File: src/rtl/matmul_pkg.sv
// matmul_pkg: shared types and constants for the matmul datapath.
// Holds the broadcast-buffer bank state, the per-vector configuration
// record and the small helpers used by the buffer controller.
package matmul_pkg;

    localparam int unsigned BcNrLanes = 4;
    localparam int unsigned BcMaxBlen = 64;
    localparam int unsigned BcVlenW   = $clog2(BcMaxBlen + 1);
    localparam int unsigned BcReuseW  = 8;

    typedef enum logic [1:0] {
        EMPTY   = 2'd0,
        FILLING = 2'd1,
        READY   = 2'd2
    } bc_bank_state_e;

    typedef struct packed {
        logic [BcVlenW-1:0]  vlen;
        logic [BcReuseW-1:0] reuse;
    } bc_cfg_t;

    // A reuse count of zero still means one full read pass.
    function automatic logic [BcReuseW-1:0] bc_norm_reuse(input logic [BcReuseW-1:0] r);
        return (r == '0) ? BcReuseW'(1) : r;
    endfunction

    function automatic logic [1:0] bc_onehot(input logic id);
        return id ? 2'b10 : 2'b01;
    endfunction

endpackage

File: src/rtl/bc_bank_tracker.sv
// bc_bank_tracker: state of one broadcast-buffer bank.
// Tracks the bank through fill and drain, holding its configuration,
// the number of elements written so far, the read element index and the
// read pass index. All qualification (which bank is addressed) is done
// by the caller; inputs here already target this bank.
//
// Ports:
//   clk_i, rst_ni   clock, async active-low reset
//   cfg_we_i, cfg_i accept a new configuration (only acted on when EMPTY)
//   push_i          one write beat granted into this bank
//   pop_i           one element consumed from this bank
//   inval_i         discard this bank's contents
//   state_o         current bank state
//   last_beat_o     the current write beat completes the vector
//   last_elem_o     the current read element is the last of a pass
//   last_pass_o     the current pass is the final one
//
// state   | meaning
// --------+----------------------------------------------
// EMPTY   | no vector; waiting for a configuration
// FILLING | configured; accepting write beats
// READY   | fully written; serving elements to lane0
module bc_bank_tracker
    import matmul_pkg::*;
#(
    parameter int unsigned NrLanes = BcNrLanes
) (
    input  logic           clk_i,
    input  logic           rst_ni,
    input  logic           cfg_we_i,
    input  bc_cfg_t        cfg_i,
    input  logic           push_i,
    input  logic           pop_i,
    input  logic           inval_i,
    output bc_bank_state_e state_o,
    output logic           last_beat_o,
    output logic           last_elem_o,
    output logic           last_pass_o
);

    // One extra bit so the written count plus a beat never wraps.
    localparam int unsigned CntW = BcVlenW + 1;
    localparam logic [CntW-1:0] BeatElems = CntW'(NrLanes);

    bc_bank_state_e        state_q, state_d;
    bc_cfg_t               cfg_q, cfg_d;
    logic [CntW-1:0]       wr_cnt_q, wr_cnt_d;
    logic [BcVlenW-1:0]    elem_cnt_q, elem_cnt_d;
    logic [BcReuseW-1:0]   pass_q, pass_d;

    logic last_beat, last_elem, last_pass;

    // A partial final beat counts as the last one.
    assign last_beat = (wr_cnt_q + BeatElems) >= {1'b0, cfg_q.vlen};
    assign last_elem = elem_cnt_q == (cfg_q.vlen - BcVlenW'(1));
    assign last_pass = pass_q == (cfg_q.reuse - BcReuseW'(1));

    assign state_o     = state_q;
    assign last_beat_o = last_beat;
    assign last_elem_o = last_elem;
    assign last_pass_o = last_pass;

    always_comb begin
        state_d    = state_q;
        cfg_d      = cfg_q;
        wr_cnt_d   = wr_cnt_q;
        elem_cnt_d = elem_cnt_q;
        pass_d     = pass_q;
        case (state_q)
            EMPTY: begin
                if (cfg_we_i) begin
                    cfg_d.vlen  = cfg_i.vlen;
                    cfg_d.reuse = bc_norm_reuse(cfg_i.reuse);
                    wr_cnt_d    = '0;
                    elem_cnt_d  = '0;
                    pass_d      = '0;
                    state_d     = FILLING;
                end
            end
            FILLING: begin
                if (push_i) begin
                    if (last_beat) state_d = READY;
                    else           wr_cnt_d = wr_cnt_q + BeatElems;
                end
            end
            READY: begin
                // Invalidate wins over a simultaneous pop.
                if (inval_i) begin
                    state_d = EMPTY;
                end else if (pop_i) begin
                    if (last_elem) begin
                        if (last_pass) begin
                            state_d = EMPTY;
                        end else begin
                            elem_cnt_d = '0;
                            pass_d     = pass_q + BcReuseW'(1);
                        end
                    end else begin
                        elem_cnt_d = elem_cnt_q + BcVlenW'(1);
                    end
                end
            end
            default: state_d = EMPTY;
        endcase
    end

    always_ff @(posedge clk_i or negedge rst_ni) begin
        if (!rst_ni) begin
            state_q    <= EMPTY;
            cfg_q      <= '0;
            wr_cnt_q   <= '0;
            elem_cnt_q <= '0;
            pass_q     <= '0;
        end else begin
            state_q    <= state_d;
            cfg_q      <= cfg_d;
            wr_cnt_q   <= wr_cnt_d;
            elem_cnt_q <= elem_cnt_d;
            pass_q     <= pass_d;
        end
    end

endmodule

File: src/rtl/bc_buffer_ctrl.sv
// bc_buffer_ctrl: ping-pong sequencer for the lane0 broadcast buffer.
// Configurations and load-unit beats go into the write bank; lane0 reads
// the read bank, repeating it for the configured number of passes before
// releasing it. The two banks alternate so filling overlaps draining.
//
// Ports:
//   cfg_*            configuration handshake (vlen, reuse)
//   ldu_req_i/gnt_o  load-unit write handshake, all lanes granted together
//   ldu_final_gnt_o  grant of the beat that completes the vector
//   buf_*_o          per-bank push / final push / pop / rewind / flush
//   rd_bank_o        bank select for the read data mux
//   bc_data_*        element stream to lane0, bc_last_o ends each pass
//   bc_data_invalidate_i  lane0 drops the current read bank
module bc_buffer_ctrl
    import matmul_pkg::*;
#(
    parameter int unsigned NrLanes = 4,
    parameter int unsigned MaxBlen = 64,
    parameter int unsigned ReuseW  = 8,
    parameter int unsigned VlenW   = $clog2(MaxBlen + 1)
) (
    input  logic               clk_i,
    input  logic               rst_ni,
    input  logic               cfg_valid_i,
    output logic               cfg_ready_o,
    input  logic [VlenW-1:0]   cfg_vlen_i,
    input  logic [ReuseW-1:0]  cfg_reuse_i,
    input  logic [NrLanes-1:0] ldu_req_i,
    output logic [NrLanes-1:0] ldu_gnt_o,
    output logic [NrLanes-1:0] ldu_final_gnt_o,
    output logic [1:0]         buf_push_o,
    output logic [1:0]         buf_final_push_o,
    output logic [1:0]         buf_pop_o,
    output logic [1:0]         buf_rewind_o,
    output logic [1:0]         buf_flush_o,
    output logic               rd_bank_o,
    output logic               bc_data_valid_o,
    input  logic               bc_data_ready_i,
    output logic               bc_last_o,
    input  logic               bc_data_invalidate_i
);

    if ((MaxBlen % NrLanes) != 0) begin : g_bad_blen
        $error("MaxBlen must be a multiple of NrLanes");
    end
    if (VlenW != BcVlenW || ReuseW != BcReuseW) begin : g_bad_width
        $error("bc_buffer_ctrl widths must match matmul_pkg");
    end

    logic write_id_q, write_id_d;
    logic read_id_q, read_id_d;

    bc_bank_state_e bank_state [2];
    logic [1:0]     last_beat, last_elem, last_pass;

    bc_cfg_t cfg;
    logic    cfg_acc, gnt, final_beat, valid, inval, pop, pass_end, rewind, flush;

    assign cfg.vlen  = BcVlenW'(cfg_vlen_i);
    assign cfg.reuse = BcReuseW'(cfg_reuse_i);

    assign cfg_ready_o = bank_state[write_id_q] == EMPTY;
    // A zero-length vector is handshaken but never reaches the bank.
    assign cfg_acc     = cfg_valid_i && cfg_ready_o && (cfg_vlen_i != '0);

    assign gnt        = (bank_state[write_id_q] == FILLING) && (&ldu_req_i);
    assign final_beat = gnt && last_beat[write_id_q];

    assign valid    = bank_state[read_id_q] == READY;
    assign inval    = valid && bc_data_invalidate_i;
    assign pop      = valid && bc_data_ready_i && !inval;
    assign pass_end = pop && last_elem[read_id_q];
    assign rewind   = pass_end && !last_pass[read_id_q];
    assign flush    = (pass_end && last_pass[read_id_q]) || inval;

    for (genvar b = 0; b < 2; b++) begin : g_bank
        bc_bank_tracker #(
            .NrLanes(NrLanes)
        ) i_bank (
            .clk_i      (clk_i),
            .rst_ni     (rst_ni),
            .cfg_we_i   (cfg_acc && (write_id_q == 1'(b))),
            .cfg_i      (cfg),
            .push_i     (gnt && (write_id_q == 1'(b))),
            .pop_i      (pop && (read_id_q == 1'(b))),
            .inval_i    (inval && (read_id_q == 1'(b))),
            .state_o    (bank_state[b]),
            .last_beat_o(last_beat[b]),
            .last_elem_o(last_elem[b]),
            .last_pass_o(last_pass[b])
        );
    end

    always_comb begin
        write_id_d = write_id_q ^ final_beat;
        read_id_d  = read_id_q ^ flush;

        ldu_gnt_o        = {NrLanes{gnt}};
        ldu_final_gnt_o  = {NrLanes{final_beat}};
        buf_push_o       = gnt ? bc_onehot(write_id_q) : 2'b00;
        buf_final_push_o = final_beat ? bc_onehot(write_id_q) : 2'b00;
        buf_pop_o        = pop ? bc_onehot(read_id_q) : 2'b00;
        buf_rewind_o     = rewind ? bc_onehot(read_id_q) : 2'b00;
        buf_flush_o      = flush ? bc_onehot(read_id_q) : 2'b00;
        rd_bank_o        = read_id_q;
        bc_data_valid_o  = valid;
        bc_last_o        = valid && last_elem[read_id_q];
    end

    always_ff @(posedge clk_i or negedge rst_ni) begin
        if (!rst_ni) begin
            write_id_q <= 1'b0;
            read_id_q  <= 1'b0;
        end else begin
            write_id_q <= write_id_d;
            read_id_q  <= read_id_d;
        end
    end

    a_vlen_range: assert property (@(posedge clk_i) disable iff (!rst_ni)
        cfg_valid_i |-> (cfg_vlen_i <= VlenW'(MaxBlen)));

    a_push_pop_disjoint: assert property (@(posedge clk_i) disable iff (!rst_ni)
        (buf_push_o & buf_pop_o) == 2'b00);

endmodule

File: config.mk
export PLATFORM = sky130hd
export DESIGN_NAME = bc_buffer_ctrl
export DESIGN_NICKNAME = d
export VERILOG_FILES = /design/src/rtl/matmul_pkg.sv /design/src/rtl/bc_bank_tracker.sv /design/src/rtl/bc_buffer_ctrl.sv
export SDC_FILE = /design/constraint.sdc
export NUM_CORES = 1
export LEC_CHECK = 0
export CAP_MARGIN = 10
export CORE_AREA = 2 2 122 124
export DETAILED_ROUTE_END_ITERATION = 10
export DIE_AREA = 0 0 124 126
export PLACE_DENSITY = 0.63
export SYNTH_ARGS = -nofsm -noshare
export SYNTH_HDL_FRONTEND = slang
export SYNTH_SLANG_ARGS = --single-unit
export TNS_END_PERCENT = 5
File: constraint.sdc
create_clock -name clk_i -period 4.35 [get_ports clk_i]
set_clock_uncertainty 0.05 [all_clocks]
set_input_delay 0.435 -clock clk_i [delete_from_list [all_inputs] [get_ports clk_i]]
set_output_delay 0.435 -clock clk_i [all_outputs]
set_load 0.01 [all_outputs]
Figure 1. Signal wires on met4.
(3 px per um) Supply wires on this layer in gray.
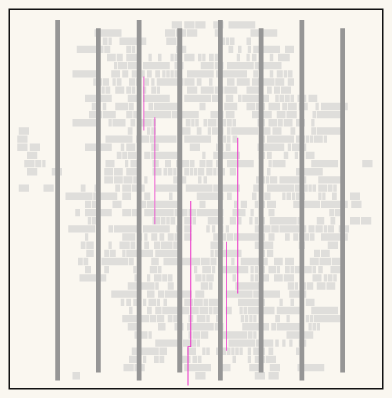
longest straight run	51.7 um
wire length on this layer	203 um
share of all routed wire	1.7%
detailed-route via count: 4298
WL final: 12100 um

Figure 2. Pin placement.
(3 px per um) Pins as bars across the die edge, other pins in gray.
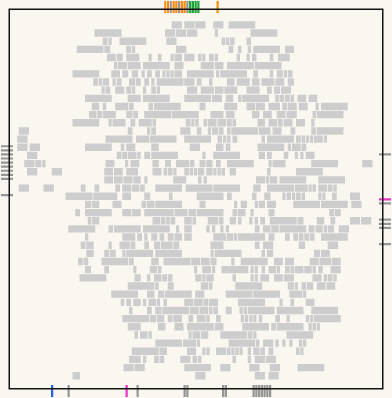
color	port	pins	direction	edge
orange	cfg_vlen_i	7	input	top
magenta	buf_pop_o	2	output	1 bottom, 1 right
green	ldu_final_gnt_o	4	output	top
blue	clk_i	1	input	bottom
all pins by edge	15 bottom, 14 top, 10 left, 7 right

Figure 3. M3 wires.
(4 px per um)
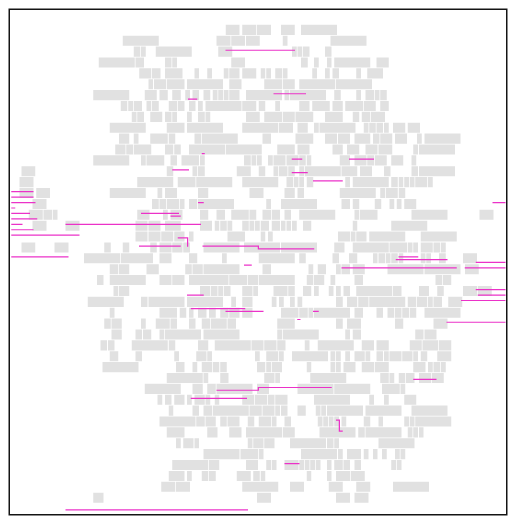
share of all routed wire	3.7%
longest straight run	45.3 um
met3 global-route usage: 2.58%

==> results.py <==
# Synthesis and PnR figures
metrics = {
    "flow_run": {
        "drv_cap": 0,
    },
    "synth": {
        "yosys_area_um2": 5070,
        "ys.flops": 78,
        "top_logic_kind": "simple AND/OR/NAND/NOR gates",
        "synth_area_um2": 5070,
        "yosys.area_share.aoi_pct": 15.5,
        "ys_sh_xor_pct": 9.43,
        "yosys.area.top_type": "dfrtp_1",
        "flop_cell": "dfrtp_1",
        "top_area_share_pct": 38.5,
        "ys_cells": 593,
        "ys_sh_mux_pct": 0.815,
        "syn_inst": 593,
        "ys_async_sr_fraction_pct": 100,
        "synth-simple-area-share_pct": 24.0,
        "syn-num-nets": 643,
        "syn_area_per_cell_um2": 8.54,
        "synth_warnings": 0,
    },
    "global_route": {
        "antenna_found_initial": 0,
        "grt_pass1_vias": 4215,
        "grt_pass1_wl_um": 20500,
        "grt_max_degree": 79,
    },
    "floorplanning": {
        "die_y_um": 126,
        "die_area_um2": 15600,
        "rows": 44,
        "nWellTaps": 184,
        "fp_util_pct": 35.4,
        "die-width_um": 124,
    },
    "final_layout": {
        "flop-count": 78,
        "dominant_cells": "multi-input combinational cells",
        "num-nonclk-inverters": 35,
        "fin_util_pct": 41.4,
        "drive_gt1_share_pct": 5.53,
        "fin_cells": 817,
        "seq_area_share_pct": 32.9,
        "combAreaFraction_pct": 48.1,
        "final_area_um2": 5920,
        "comb_cells": 453,
        "mi_logic_area_um2": 2850,
        "buffers": 51,
        "layout.nets": 678,
        "top_regs": "g_bank.i_bank.cfg_q x30, g_bank.i_bank.pass_q x16, g_bank.i_bank.elem_cnt_q x14",
        "clkCellAreaFrac_pct": 4.52,
        "largest_reg_flops": 30,
        "diodes": 0,
        "largest-register": "g_bank.i_bank.cfg_q",
        "buffer_area_share_pct": 8.32,
        "clkbuf_count": 10,
    },
    "critical_path": {
        "crit_type": "reg2out",
        "path_max_fanout": 7,
        "reg2reg_depth": 8,
        "critPathTopFamily": "simple AND/OR/NAND/NOR gates",
        "rrSetupSlack_ps": 1170,
        "required_ps": 3870,
        "critPathLaunchType": "flip-flop",
        "worst_path_largest_cell_delay_ps": 660,
        "path_buffers": 1,
        "cp-end-kind": "primary output",
        "path_cells": "or4_2 > o221ai_1 > o311ai_0 > a22oi_1 > nand2_1 > or3_1 > o21ai_0 > clkdlybuf4s50_1",
    },
    "power": {
        "top_power_group": "combinational cells",
        "pg_clk_w": 0.000690,
        "totalPowerFinal_w": 0.00323,
        "p_per_area_nw_per_um2": 545,
        "pwr-share-clk_pct": 21.4,
        "ir_worst_vdd_mv": 0.215,
        "share_comb_of_total_power_pct": 41.9,
        "p_leak_nw": 2.59,
    },
    "clock_network": {
        "clk_latency_ps": 330,
        "postCtsSetupRepairBufs": 0,
        "clk_pin_slew_ps": 60,
        "ctsHoldBuffers": 0,
        "cts_buffers": 9,
        "clk_path_buf_depth": 2,
        "cts_resized": 0,
        "htreeDepth": 3,
    },
    "route": {
        "viasPerCell": 5.26,
        "firstDrtPassIters": 4,
        "wl_per_cell_um": 14.8,
        "route.detailed.drc": 0,
        "drtIter0Drc": 366,
        "drtAntennaViolNets": 0,
    },
    "final_timing": {
        "setup_viol": 0,
        "worstMarginPinSlew_ps": 1010,
        "relSlewSlack_pct": 32.9,
        "layout_setup_ws_ps": 420,
        "finalCritPeriodShare_pct": 90.4,
        "rsz0062_at_grt": "no",
        "tns_ps": 0,
        "whs_ps": 220,
    },
    "hold_path": {
        "hold_class": "in2async",
    },
    "run_status": {
        "outcome": "complete, no violations",
    },
    "placed_design": {
        "place_area_um2": 5660,
        "dpl.hpwl_um": 9040,
        "place_ws_ps": 796,
        "dp.cells": 801,
        "gp_congestion": 0.890,
        "io_buffers": 45,
    },
}
==> cells in the mapped netlist, drive strengths merged, types with 7 or more instances <==
| cell | number |
|---|---|
| nor3 | 17 |
| buf | 10 |
| nand3 | 21 |
| inv | 35 |
| o31ai | 7 |
| o21ai | 46 |
| nor2 | 30 |
| xor2 | 22 |
| xnor2 | 30 |
| clkbuf | 17 |
| or3 | 16 |
| or4 | 9 |
| a21oi | 21 |
| nand2b | 14 |
| nand2 | 109 |
| dfrtp | 78 |
| ha | 26 |
==> cells in the final DEF, fill, tap and decap left out, drive strengths merged, types with 3 or more instances in the layout <==
cell           count
a2111o             3
a211oi             3
a21o               6
a21oi             21
and2               5
and3               4
buf                7
clkbuf            10
clkdlybuf4s50     44
clkinv             4
dfrtp             78
ha                26
inv               35
mux2i              3
nand2            109
nand2b            14
nand3             21
nand4              6
nand4b             3
nor2              30
nor3              17
nor4               6
o211ai             4
o21a               4
o21ai             46
o22ai              4
o31ai              7
or3               16
or4                9
xnor2             30
xor2              22
==> worst max path at each step <==
| stage | startpoint | endpoint | slack, ps | depth (start not counted) |
|---|---|---|---|---|
| after global routing | g_bank[1].i_bank.cfg_q[8] | buf_flush_o[0] | 130 | 11 |
| final | g_bank[0].i_bank.cfg_q[10] | bc_last_o | 420 | 8 |
| after detailed placement | cfg_vlen_i[5] | buf_rewind_o[0] | 800 | 9 |
| after floorplan | g_bank[0].i_bank.cfg_q[10] | buf_rewind_o[0] | 1310 | 8 |
| after CTS | g_bank[0].i_bank.cfg_q[10] | buf_rewind_o[0] | 440 | 8 |
| after global placement | cfg_vlen_i[6] | buf_rewind_o[0] | 820 | 9 |
==> metal layers <==
metal / GRT usage [%] / part of all wire (%)
met1: 21.4 / 45
met2: 27.9 / 50
met3: 2.58 / 3.7
met4: 5.68 / 1.7
met5: 0 / 0
No activity file was given, so power comes from the tool's default toggle rates.
